<file path="src/rtl/ahb_pkg.sv">
// +--------------------------------------------------------------------+
// | ahb_pkg : shared AHB-Lite encodings, slave state enum, lane strobes |
// | Rev 1.0                                                             |
// +--------------------------------------------------------------------+
`default_nettype none

package ahb_pkg;

  localparam logic [1:0] HTRANS_IDLE   = 2'b00;
  localparam logic [1:0] HTRANS_BUSY   = 2'b01;
  localparam logic [1:0] HTRANS_NONSEQ = 2'b10;
  localparam logic [1:0] HTRANS_SEQ    = 2'b11;

  localparam logic [2:0] HSIZE_BYTE = 3'd0;
  localparam logic [2:0] HSIZE_HALF = 3'd1;
  localparam logic [2:0] HSIZE_WORD = 3'd2;

  localparam logic HRESP_OKAY  = 1'b0;
  localparam logic HRESP_ERROR = 1'b1;

  typedef enum logic [1:0] {
    ST_IDLE = 2'd0,
    ST_WAIT = 2'd1,
    ST_ERR1 = 2'd2,
    ST_ERR2 = 2'd3
  } ahb_state_t;

  // Little-endian byte-lane enables for a transfer of the given size/offset.
  function automatic logic [3:0] byte_strobe(input logic [2:0] size,
                                             input logic [1:0] addr_lo);
    case (size)
      HSIZE_BYTE: byte_strobe = 4'b0001 << addr_lo;
      HSIZE_HALF: byte_strobe = addr_lo[1] ? 4'b1100 : 4'b0011;
      HSIZE_WORD: byte_strobe = 4'b1111;
      default:    byte_strobe = 4'b0000;
    endcase
  endfunction

endpackage

`default_nettype wire

</file>
<file path="src/rtl/ahb_scratch_slave.sv">
// +--------------------------------------------------------------------+
// | ahb_scratch_slave : AHB-Lite scratch RAM slave with wait states     |
// | Option macro AHB_SCRATCH_ERR_RESP_EN enables the ERROR response.    |
// | Rev 1.0                                                             |
// +--------------------------------------------------------------------+
`default_nettype none

module ahb_scratch_slave
  import ahb_pkg::*;
#(
  parameter logic [31:0] BASE_ADDR   = 32'h2000_0000,
  parameter int          DEPTH       = 16,
  parameter int          WAIT_STATES = 1
) (
  input  logic        HCLK,
  input  logic        HRESETn,
  input  logic        HSEL,
  input  logic [31:0] HADDR,
  input  logic [1:0]  HTRANS,
  input  logic        HWRITE,
  input  logic [2:0]  HSIZE,
  input  logic [31:0] HWDATA,
  input  logic        HREADY,
  output logic        HREADYOUT,
  output logic        HRESP,
  output logic [31:0] HRDATA
);

  localparam int          c_aw   = $clog2(DEPTH);
  localparam logic [31:0] c_span = 32'(4 * DEPTH);
  localparam logic [2:0]  c_wait = 3'(WAIT_STATES);
`ifdef AHB_SCRATCH_ERR_RESP_EN
  localparam bit c_err_en = 1'b1;
`else
  localparam bit c_err_en = 1'b0;
`endif

  ahb_state_t       r_state;
  ahb_state_t       w_state_nxt;
  logic [31:0]      r_mem [DEPTH];
  logic [c_aw-1:0]  r_idx;
  logic [1:0]       r_addr_lo;
  logic [2:0]       r_size;
  logic             r_write;
  logic             r_legal;
  logic             r_dphase;
  logic [2:0]       r_cnt;

  logic [31:0]      w_offset;
  logic             w_active;
  logic             w_accept;
  logic             w_align_ok;
  logic             w_legal;
  logic             w_to_err;
  logic             w_done;
  logic             w_commit;
  logic [3:0]       w_strb;

  assign w_offset = HADDR - BASE_ADDR;
  assign w_active = (HTRANS == HTRANS_NONSEQ) || (HTRANS == HTRANS_SEQ);
  assign w_accept = HSEL && HREADY && w_active &&
                    ((r_state == ST_IDLE) || (r_state == ST_ERR2));

  // Addresses below BASE_ADDR wrap to a large offset and fail the range test.
  assign w_align_ok = (HSIZE == HSIZE_BYTE) ||
                      ((HSIZE == HSIZE_HALF) && !HADDR[0]) ||
                      ((HSIZE == HSIZE_WORD) && (HADDR[1:0] == 2'b00));
  assign w_legal  = (w_offset < c_span) && w_align_ok;
  assign w_to_err = w_accept && !w_legal && c_err_en;

  // A data phase ends in IDLE with HREADYOUT high; that is the commit point.
  assign w_done   = r_dphase && (r_state == ST_IDLE);
  assign w_commit = w_done && r_write && r_legal;
  assign w_strb   = byte_strobe(r_size, r_addr_lo);

  always_ff @(posedge HCLK or negedge HRESETn) begin
    if (!HRESETn) begin
      r_state <= ST_IDLE;
    end else begin
      r_state <= w_state_nxt;
    end
  end

  always_comb begin
    w_state_nxt = r_state;
    case (r_state)
      ST_IDLE, ST_ERR2: begin
        if (w_to_err) begin
          w_state_nxt = ST_ERR1;
        end else if (w_accept && (c_wait != 3'd0)) begin
          w_state_nxt = ST_WAIT;
        end else begin
          w_state_nxt = ST_IDLE;
        end
      end
      ST_WAIT: begin
        if (r_cnt == 3'd1) begin
          w_state_nxt = ST_IDLE;
        end
      end
      ST_ERR1: w_state_nxt = ST_ERR2;
      default: w_state_nxt = ST_IDLE;
    endcase
  end

  always_comb begin
    HREADYOUT = 1'b1;
    HRESP     = HRESP_OKAY;
    HRDATA    = '0;
    case (r_state)
      ST_WAIT: HREADYOUT = 1'b0;
      ST_ERR1: begin
        HREADYOUT = 1'b0;
        HRESP     = HRESP_ERROR;
      end
      ST_ERR2: HRESP = HRESP_ERROR;
      default: begin
        if (w_done && !r_write && r_legal) begin
          HRDATA = r_mem[r_idx];
        end
      end
    endcase
  end

  always_ff @(posedge HCLK or negedge HRESETn) begin
    if (!HRESETn) begin
      r_idx     <= '0;
      r_addr_lo <= '0;
      r_size    <= '0;
      r_write   <= 1'b0;
      r_legal   <= 1'b0;
      r_dphase  <= 1'b0;
      r_cnt     <= '0;
    end else begin
      if (w_accept) begin
        r_idx     <= w_offset[c_aw+1:2];
        r_addr_lo <= HADDR[1:0];
        r_size    <= HSIZE;
        r_write   <= HWRITE;
        r_legal   <= w_legal;
        r_dphase  <= !w_to_err;
        r_cnt     <= w_to_err ? 3'd0 : c_wait;
      end else begin
        if (w_done) begin
          r_dphase <= 1'b0;
        end
        if (r_state == ST_WAIT) begin
          r_cnt <= r_cnt - 3'd1;
        end
      end
    end
  end

  // Reads sample the array in their data phase, after any write committing on
  // the accepting edge, so an overlapping read already sees the merged word.
  always_ff @(posedge HCLK or negedge HRESETn) begin
    if (!HRESETn) begin
      for (int i = 0; i < DEPTH; i++) begin
        r_mem[i] <= '0;
      end
    end else if (w_commit) begin
      for (int b = 0; b < 4; b++) begin
        if (w_strb[b]) begin
          r_mem[r_idx][8*b +: 8] <= HWDATA[8*b +: 8];
        end
      end
    end
  end

endmodule

`default_nettype wire

</file>
<file path="config.mk">
export PLATFORM = sky130hd
export DESIGN_NAME = ahb_scratch_slave
export DESIGN_NICKNAME = d
export VERILOG_FILES = /design/src/rtl/ahb_pkg.sv /design/src/rtl/ahb_scratch_slave.sv
export SDC_FILE = /design/constraint.sdc
export NUM_CORES = 1
export LEC_CHECK = 0
export CAP_MARGIN = 30
export CORE_MARGIN = 2
export CORE_UTILIZATION = 58
export DETAILED_ROUTE_END_ITERATION = 12
export DONT_BUFFER_PORTS = 1
export PLACE_DENSITY = 0.83
export SETUP_SLACK_MARGIN = 0.5
export SLEW_MARGIN = 20
export SYNTH_ARGS = -nofsm -noshare
export SYNTH_HDL_FRONTEND = slang
export SYNTH_SLANG_ARGS = --single-unit
</file>
<file path="constraint.sdc">
create_clock -name HCLK -period 2.2 [get_ports HCLK]
set_input_delay 0.44 -clock HCLK [delete_from_list [all_inputs] [get_ports HCLK]]
set_output_delay 0.44 -clock HCLK [all_outputs]
set_load 0.02 [all_outputs]
</file>
==> impl_metrics.py <==
# Auto-generated metrics
metrics = {
    "yosys": {
        "ys_warn_count": 0,
        "synth_cells": 1522,
        "synth.distinct_cells": 46,
        "edf_count": 0,
        "syn-cell-area_um2": 24300,
        "aoi_share_pct": 2.11,
        "ys_area_um2": 24300,
        "synth_stat.cells": 1522,
    },
    "floorplanning": {
        "fp.dieW_um": 209,
        "die_area_um2": 43500,
    },
    "routing": {
        "routedWlPerCell_um": 26.2,
        "vias": 14471,
        "route.met3.wl_um": 2720,
        "first_pass_iters": 5,
        "postRouteAntennaNets": 0,
    },
    "sta": {
        "rsz0062_at_grt": "true",
        "whs_ps": -448,
        "setup_violations": 384,
        "min_period_ps": 2830,
        "fin_ws_ps": -629,
        "finalHoldViolCount": 529,
    },
    "layout": {
        "logic_area_um2": 12000,
        "comb-cell-share_pct": 39.5,
        "drive_above_1_share_pct": 61.2,
        "seq-cell-share_pct": 43.6,
        "n_antenna_cell": 1,
        "clk_share_pct": 5.59,
    },
    "placed_design": {
        "gp_congestion": 0.833,
        "port_buffers": 0,
    },
    "worst_setup_path": {
        "crit_type": "reg -> out",
        "end_kind": "output port",
        "reg2regPathDepth": 10,
        "r2r_setup_slack_ps": -260,
        "cp-endpoint": "HRDATA[3]",
    },
    "run_status": {
        "violations": "hold timing, setup timing",
        "status": "finished, violations left",
    },
    "global_route": {
        "grt_max_degree": 530,
        "first_global_vias": 15959,
    },
    "clock_network": {
        "cts_buffers": 52,
        "cts_resized": 98,
        "cts_tree": "built",
        "path_clk_slew_ps": 60,
        "cts.hold.buffers_added": 41,
    },
    "run": {
        "drv_cap": 0,
    },
}
-- critical path, stage by stage, from the launching register on --
cell and delay (ps):
dfrtp_4 520, buf_12 170, buf_12 140, buf_6 110, mux4_2 420, a22oi_2 290, o21ai_4 140
-- report_power, final --
part,leakage [µW],total (µW),internal [µW],switching (µW)
Combinational,0.00544,7890,4050,3840
Clock,0.000846,8820,5120,3700
Sequential,0.00649,10600,10200,381
-- worst min path at each step --
stage                                          end  slack (ps)
after floorplan           r_addr_lo[0]$_DFFE_PN0P_         140
after global placement      r_mem[114]$_DFFE_PN0P_         160
after detailed placement    r_mem[370]$_DFFE_PN0P_         160
after CTS                   r_mem[114]$_DFFE_PN0P_        -470
after global routing         r_mem[82]$_DFFE_PN0P_        -470
final                        r_mem[82]$_DFFE_PN0P_        -450
-- cell usage after synthesis, types with 2 or more instances --
library cell	instances	area share [%]
ha_1	7	0.36
a22oi_1	32	0.99
or2_2	2	0.051
or3b_1	2	0.072
mux4_2	128	12
and2_1	3	0.077
dfrtp_1	529	54
nand2_1	30	0.46
xnor2_1	3	0.11
buf_1	2	0.031
mux2i_1	32	1.3
buf_2	20	0.41
a21oi_2	2	0.072
nand4_1	10	0.26
mux2_2	510	24
buf_4	3	0.093
mux2_1	12	0.56
clkbuf_1	67	1.0
and4_1	2	0.072
nor4b_4	3	0.29
nor4_2	9	0.46
nor4_1	4	0.10
nor2b_1	4	0.10
nand3_1	17	0.35
nor3_4	2	0.13
nand2b_1	7	0.18
nor2_1	6	0.093
nor3b_4	11	0.85
inv_1	10	0.15
o21ai_0	36	0.74
nor3_1	2	0.041
-- cell families after synthesis --
group	after synthesis
compound gates	79
xor+xnor	3
fa+ha+maj	7
buf+inv	102
flops	529
mux	682
simple gates	120
==> images/met2.png <==
Cells faint in the background.
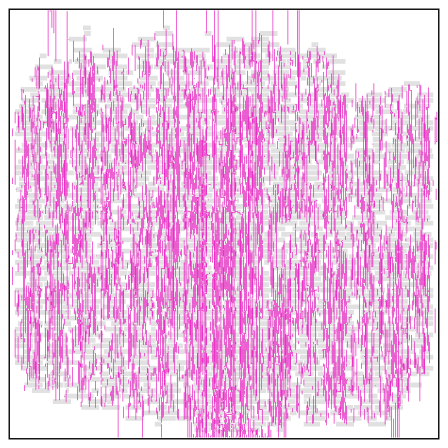
nets with wire on the layer: 1713
longest straight run: 81.1 µm

==> images/final_congestion.png <==
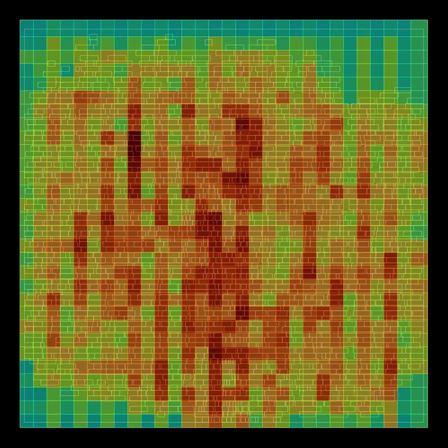
GR Util All Layers: 27.4%
met3 Use GR: 4.33%
met2 Use GR: 46.0%
Core Util, Final: 73.9%
Top Usage Layer GRT: met2

==> images/clock_map.png <==
Scale bar: 50 µm.
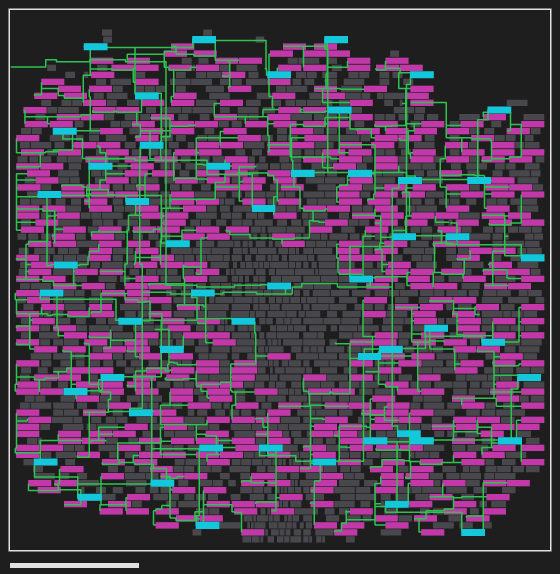
legend:
  flip-flops:
    colour: magenta
    count: 529
  cells driving clock nets:
    colour: cyan
    count: 52
  clock wires:
    colour: green
    length: 6150 µm
routed clock nets: 53
flops lie: all over the die

==> images/metal_stack.png <==
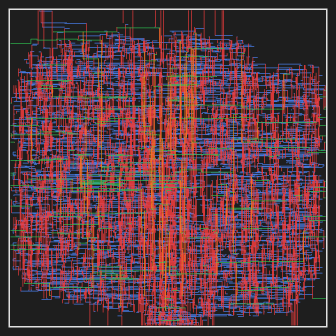
legend:
  met4:
    colour: orange
    wire_length: 2300 µm
  met3:
    colour: green
    wire_length: 2720 µm
  met2:
    colour: red
    wire_length: 29.9 mm
  met1:
    colour: blue
    wire_length: 24.5 mm

==> images/met3.png <==
Scale bar: 50 µm. Cells faint in the background.
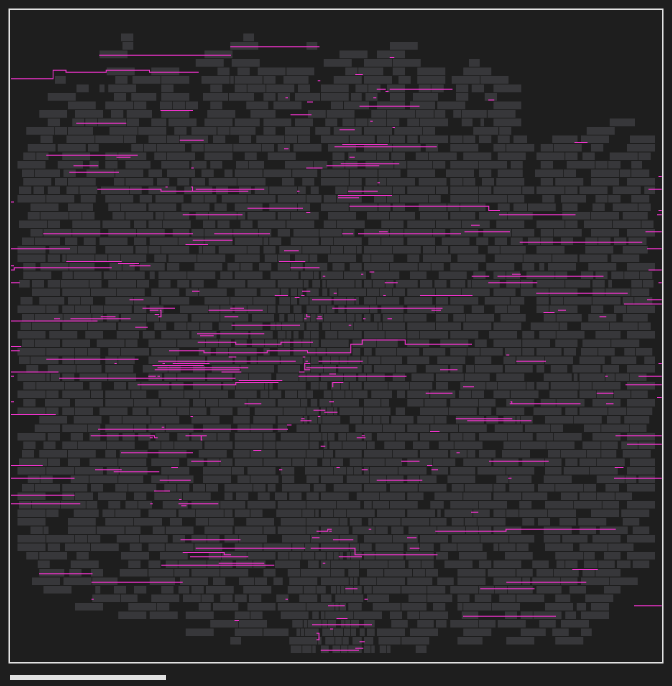
wire length on this layer: 2720 µm
share of all routed wire: 4.6%
main direction: horizontal

Power and IR drop assume default switching activity.
